==> images/metal_stack.png <==
Drawn at 1.5 px/um.
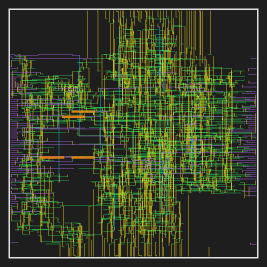
==> images/met3.png <==
Drawn at 3 px/um.
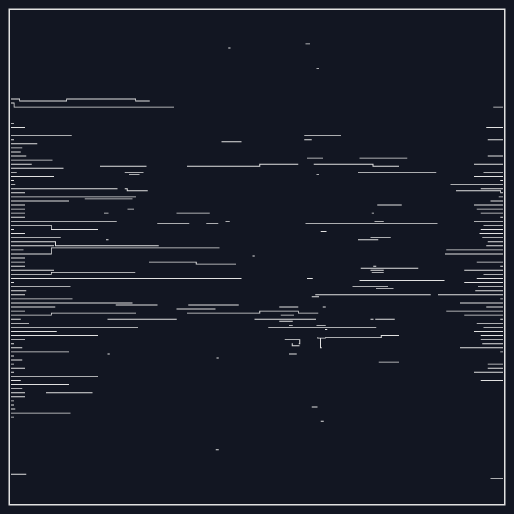
File: src/rtl/lsu_pkg.sv
// rtl/lsu_pkg.sv - shared fun3 codes, FSM state type and sizing helper for the LSU memory initiator
package lsu_pkg;

   localparam logic [2:0] F3_B  = 3'b000;
   localparam logic [2:0] F3_H  = 3'b001;
   localparam logic [2:0] F3_W  = 3'b010;
   localparam logic [2:0] F3_BU = 3'b100;
   localparam logic [2:0] F3_HU = 3'b101;

   typedef enum logic [1:0] {
      ST_IDLE,
      ST_READ,
      ST_WRITE,
      ST_RESP
   } lsu_state_e;

   // Bits needed to hold the word count itself, so a power-of-two depth still compares correctly.
   function automatic int unsigned mem_word_bits(input int unsigned words);
      return $clog2(words + 1);
   endfunction

endpackage

File: src/rtl/lsu_lane_align.sv
// rtl/lsu_lane_align.sv - sub-word load extraction and store lane merge against a full memory word
module lsu_lane_align
   import lsu_pkg::*;
(
   input  logic [31:0] word,
   input  logic [1:0]  off,
   input  logic [2:0]  fun3,
   input  logic [31:0] wdata,
   output logic [31:0] load_data,
   output logic [31:0] merged_word
);

   logic [7:0]  byte_sel;
   logic [15:0] half_sel;

   always_comb begin
      byte_sel = word[{off, 3'b000} +: 8];
      half_sel = off[1] ? word[31:16] : word[15:0];
      case (fun3)
         F3_B:    load_data = {{24{byte_sel[7]}}, byte_sel};
         F3_BU:   load_data = {24'h0, byte_sel};
         F3_H:    load_data = {{16{half_sel[15]}}, half_sel};
         F3_HU:   load_data = {16'h0, half_sel};
         default: load_data = word;
      endcase
   end

   always_comb begin
      merged_word = word;
      case (fun3)
         F3_B:    merged_word[{off, 3'b000} +: 8] = wdata[7:0];
         F3_H:    merged_word[{off[1], 4'b0000} +: 16] = wdata[15:0];
         default: merged_word = wdata;
      endcase
   end

endmodule

File: src/rtl/lsu_mem_initiator.sv
// rtl/lsu_mem_initiator.sv - load/store initiator to a word-only data memory with read-modify-write for SB/SH
module lsu_mem_initiator
   import lsu_pkg::*;
#(
   parameter int unsigned MEM_WORDS = 40
)
(
   input  logic        clk,
   input  logic        rst_n,
   input  logic        req_valid,
   output logic        req_ready,
   input  logic        req_store,
   input  logic [2:0]  req_fun3,
   input  logic [31:0] req_addr,
   input  logic [31:0] req_wdata,
   output logic        resp_valid,
   input  logic        resp_ready,
   output logic [31:0] resp_rdata,
   output logic        resp_err,
   output logic [31:0] mem_address,
   output logic [31:0] mem_wdata,
   output logic [2:0]  mem_fun3,
   output logic        mem_rd_en,
   output logic        mem_wd_en,
   input  logic [31:0] mem_rdata
);

   localparam int unsigned AW = mem_word_bits(MEM_WORDS);

   lsu_state_e  state;
   logic        cap_store;
   logic [2:0]  cap_fun3;
   logic [31:0] cap_addr;
   logic [31:0] cap_wdata;
   logic        req_err;
   logic [31:0] load_data;
   logic [31:0] merged_word;

   assign req_ready   = (state == ST_IDLE);
   assign mem_address = {2'b00, cap_addr[31:2]};
   assign mem_fun3    = F3_W;

   always_comb begin
      req_err = 1'b0;
      case (req_fun3)
         F3_B, F3_BU: req_err = 1'b0;
         F3_H, F3_HU: req_err = req_addr[0];
         F3_W:        req_err = (req_addr[1:0] != 2'b00);
         default:     req_err = 1'b1;
      endcase
      if (req_store && (req_fun3 == F3_BU || req_fun3 == F3_HU))
         req_err = 1'b1;
      if (((req_addr[31:2] >> AW) != '0) || (req_addr[AW+1:2] >= AW'(MEM_WORDS)))
         req_err = 1'b1;
   end

   // The memory read is combinational, so extraction and merge work straight off mem_rdata in READ.
   lsu_lane_align u_lane_align (
      .word        (mem_rdata),
      .off         (cap_addr[1:0]),
      .fun3        (cap_fun3),
      .wdata       (cap_wdata),
      .load_data   (load_data),
      .merged_word (merged_word)
   );

   always_ff @(posedge clk) begin
      if (!rst_n) begin
         state      <= ST_IDLE;
         cap_store  <= 1'b0;
         cap_fun3   <= 3'b000;
         cap_addr   <= 32'h0;
         cap_wdata  <= 32'h0;
         resp_valid <= 1'b0;
         resp_err   <= 1'b0;
         resp_rdata <= 32'h0;
         mem_wdata  <= 32'h0;
         mem_rd_en  <= 1'b0;
         mem_wd_en  <= 1'b0;
      end else begin
         case (state)
            ST_IDLE: begin
               if (req_valid) begin
                  cap_store <= req_store;
                  cap_fun3  <= req_fun3;
                  cap_addr  <= req_addr;
                  cap_wdata <= req_wdata;
                  if (req_err) begin
                     state      <= ST_RESP;
                     resp_valid <= 1'b1;
                     resp_err   <= 1'b1;
                     resp_rdata <= 32'h0;
                  end else if (!req_store || req_fun3 != F3_W) begin
                     state     <= ST_READ;
                     mem_rd_en <= 1'b1;
                  end else begin
                     state     <= ST_WRITE;
                     mem_wd_en <= 1'b1;
                     mem_wdata <= req_wdata;
                  end
               end
            end
            ST_READ: begin
               mem_rd_en <= 1'b0;
               if (cap_store) begin
                  state     <= ST_WRITE;
                  mem_wd_en <= 1'b1;
                  mem_wdata <= merged_word;
               end else begin
                  state      <= ST_RESP;
                  resp_valid <= 1'b1;
                  resp_rdata <= load_data;
               end
            end
            ST_WRITE: begin
               mem_wd_en  <= 1'b0;
               state      <= ST_RESP;
               resp_valid <= 1'b1;
               resp_rdata <= 32'h0;
            end
            ST_RESP: begin
               if (resp_ready) begin
                  state      <= ST_IDLE;
                  resp_valid <= 1'b0;
                  resp_err   <= 1'b0;
               end
            end
            default: state <= ST_IDLE;
         endcase
      end
   end

endmodule

File: config.mk
export PLATFORM = sky130hd
export DESIGN_NAME = lsu_mem_initiator
export DESIGN_NICKNAME = d
export VERILOG_FILES = /design/src/rtl/lsu_pkg.sv /design/src/rtl/lsu_lane_align.sv /design/src/rtl/lsu_mem_initiator.sv
export SDC_FILE = /design/constraint.sdc
export NUM_CORES = 1
export LEC_CHECK = 0
export CAP_MARGIN = 20
export CORE_MARGIN = 3
export CORE_UTILIZATION = 30
export DETAILED_ROUTE_END_ITERATION = 7
export HOLD_SLACK_MARGIN = 0.03
export PLACE_DENSITY = 0.6
export REMOVE_ABC_BUFFERS = 1
export SETUP_SLACK_MARGIN = 0.5
export SLEW_MARGIN = 20
export SYNTH_ARGS = -nofsm -noshare
export SYNTH_HDL_FRONTEND = slang
export SYNTH_SLANG_ARGS = --single-unit
File: constraint.sdc
create_clock -name clk -period 3.5 [get_ports clk]
set_input_delay 0.525 -clock clk [delete_from_list [all_inputs] [get_ports clk]]
set_output_delay 0.525 -clock clk [all_outputs]
set_load 0.01 [all_outputs]
==> run summary <==
Observations from the implementation run.

Outcome:
- The flow ran to the end, and the final reports show no timing, DRC or antenna violations.

STA:
- The routed design could run at a clock period as short as approximately 2.7 ns.
- The run puts the number of endpoints with negative hold slack in the final report at 0.
- The run puts the worst path setup slack after routing at between 0.8 and 0.9 ns.
- Setup repair after global routing left no endpoint under its margin.
- The run gives the setup skew after layout as around 0.0089 ns.
- The run puts the post-route worst hold slack at around 0.46 ns.
- The run puts the final tally of setup violations at 0.
- The run gives the final max-slew violation count as 0.
- Adding up every negative setup slack in the final design gives 0 ns.
- Based on the critical path, the design can be clocked at up to between 300 and 400 MHz.
- The run puts the slew at the pin with the worst max-slew slack at 0.840 ns.
- The run gives the post-layout period usage of the worst path as 0.759.
- The run puts the relative slew slack at 0.439.

Synthesis:
- Counting flops and latches in the post-synthesis netlist gives 138.
- For reference, the top cells by area after synthesis are dfxtp_1 (37%), nand2_1 (12%), mux2i_1 (8.2%).
- The run gives the largest family of logic cells by area as AND-OR/OR-AND gates.
- The run gives the most area-hungry cell type in the Yosys netlist as dfxtp_1.
- The run puts the post-synthesis simple-gate area fraction at 0.190.
- The run gives the post-synthesis sequential area ratio as 0.366.
- The chip area line in the Yosys stat output reads around 7500 um^2.
- The run gives the mux cell area share after synthesis as 0.111.
- The run gives the post-synthesis share of cell area spent on full adders, half adders and majority gates as 0.0166.
- The post-synth count of flops with an enable pin is 0.
- The run gives the number of cells produced by synthesis as just over 900.
- The synthesis log from Yosys contains 0 warnings.
- The run gives the combined area of all synthesized cells as between 7000 and 8000 um^2.
- Of the post-synthesis cell area, the dominant cell type holds 0.366.
- The run puts the area fraction in compound gates after synthesis at 0.222.
- The run gives the most frequent cell after synthesis as nand2_1.
- The run puts the fraction of registers with async set/reset at 0.

Cells and area:
- The run puts the logic gate fraction of the total cell area at 0.405.
- The run gives the total of fill cells in the finished design as 2,508.
- The run gives the filler-free cell count of the finished design as 1,375.
- The layout summary lists the proportion of cells stronger than drive strength 1 as 0.0856.
- The run gives the count of flip-flops and latches as between 100 and 150.
- Per the cell usage report, the commonest logic cell in the layout is nand2_1.
- The run gives the final design utilization as 0.415.
- In the final layout, flip-flops and latches occupy between 2000 and 3000 um^2.
- The layout report lists the clock-cell share of area as 0.0643.
- The area taken by multi-input combinational cells is reported as approximately 4100 um^2.
- The run puts the non-clock buffer area fraction after layout at 0.210.
- The run gives the dominant kind of cell as combinational gates.
- The run gives the number of logic inverters in the finished layout as 28.
- The run puts the area overhead of the layout relative to synthesis at 35.0%.
- The run puts the number of antenna repair diodes at 0.
- The run gives the number of logic gates as about 640.
- The run gives the proportion of cell area occupied by registers as 0.271.
- The run puts the final-stage net count at approximately 1.2k.
- Per the layout report, the design carries roughly 220 non-clock buffers.

Worst setup path:
- The run gives the register-to-register setup slack as 1.04 ns.
- The run puts the critical path arrival at 2.96 ns.
- Among cell families on the critical path, the largest total delay comes from simple AND/OR/NAND/NOR gates.
- The most critical setup path has its startpoint at req_addr[19].
- Along the critical path, the tally of buffer and inverter instances is 3.
- The run gives the maximum fanout count along the critical path as 14.
- Among the stages of the critical path, the cell type that occurs most often is nor3_4.
- Among all stages on the critical path, the maximum delay recorded is around 0.51 ns.
- The run gives the kind of end point of the critical path as a register.
- Data on the critical path is required at its endpoint by between 3 and 4 ns.
- Per STA, the worst path is made up of clkdlybuf4s50_1, nor4_1, nand4_1, nor3_4, nor3_4, buf_8, buf_4, mux2i_1.
- In this run the critical register-to-register path is captured at resp_rdata[15].
- Counting cells, the worst reg-to-reg path comes to 8.
- The run gives the worst flop-to-flop path startpoint as state[0].
- The run puts the cell depth of the worst setup path at 8.
- The run gives the destination of the critical timing path as resp_rdata[15].
- The run gives the type of the worst setup path as in -> reg.

Detailed routing:
- The run gives the detailed route wirelength on metal2 as around 11,000 um.
- The detailed router used layers up to and including met5.
- The run puts the wire length reported by the detailed router at 24,000 um.
- The run gives the average wire per standard cell as ~17 um.
- The run gives the violation count after the first detailed-routing iteration as around 430.
- The run puts the number of search-and-repair iterations in the first detailed-routing pass at 5.
- The run puts the sum of met3 wire segment lengths after detailed routing at 2180 um.
- The detail route stage leaves a number of antenna-violating nets equal to 0.
- The run gives the number of DRC violations after detailed routing as 0.
- The run gives the average via count per standard cell as between 5 and 6.

Power:
- The run gives the combinational cell fraction of total power as 0.367.
- The run puts the switching power summed over all nets at between 0.002 and 0.0025 W.
- The run puts the clock network power consumption at between 0.002 and 0.0025 W.
- The run gives the internal power consumption as approximately 0.0042 W.
- For the sequential group, total power comes out at 0.00209 W.
- Per report_power, the Combinational row totals 0.00239 W.
- Summing internal, switching and leakage power gives between 0.006 and 0.007 W.
- The run puts the switching part of the total power at 0.351.
- The run gives the power per unit of standard cell area as approximately 640 nW/um^2.
- The run gives the part of the total power dissipated in sequential elements as 0.321.
- Per the OpenROAD power report, leakage power amounts to ~3.8 nW.

Place:
- The run gives the estimated wirelength of the detail-placed design as about 17,000 um.
- The run puts the worst slack at placement at between 0.3 and 0.4 ns.
- In this run the tool buffered the top-level ports with slightly above 200 buffer cells.
- The run puts the total placed cells including tap cells at approximately 1.3k.
- Once placement finished, the instance area stood at 9520 um^2.
- Per the gpl log, the routability congestion estimate is 0.832.

CTS:
- The run puts the clock-pin transition on the worst setup and hold timing paths at around 0.060 ns.
- The run gives the H-tree depth as 4.
- The run puts the number of sinks handled by clock tree synthesis at about 140.
- The run gives the TritonCTS clock tree as yes.
- The run gives the worst-case clock buffer depth as 2.
- The run gives the number of buffers inserted by hold repair at cts as 0.
- Per the TritonCTS log, the buffer count is 17.

Global route:
- The run puts the via count of the first global-routing pass at 6,427.
- The run gives the met1 layer usage reported by global route as 0.228.
- The run gives the most utilized layer in the global route result as met2.
- For met2 alone, demand over resource in global routing was 0.263.
- The first global-routing pass estimated about 36,000 um of wire.
- The run gives the global routing usage summed across all routing layers as 0.172.
- The run gives the maximum number of pins on one net before global-route repair as 69.
- The number of antenna violations at the first check in global routing was 4.

Die:
- From left edge to right edge, the die measures ~160 um.
- The run puts the core utilization before placement at 0.308.
- The initialized floorplan defines around 57 standard-cell rows.
- The die covers 27,100 um^2.
- The floorplan step defined a core boundary enclosing roughly 25,000 um^2.
- The run puts the tapcell count at approximately 320.

Flow run:
- The run puts the number of maximum-capacitance violations at 0.

Worst hold path:
- STA shows the worst min-delay path finishing at resp_rdata[25].
- The run gives the worst hold path startpoint as resp_rdata[25].
- The run gives the cell depth of the worst min-delay path as 2.
Back to the opening pictures, metal_stack.png:
colour	layer	wire length
green	met1	10,700 um
cyan	met4	514 um
purple	met3	2,180 um
orange	met5	56.1 um
yellow	met2	10,600 um

Back to the opening pictures, met3.png:
main direction	horizontal
share of all routed wire	9.1%
via count: 6,971
met3 track utilization from global routing: 0.0620

Power and IR drop assume default switching activity.
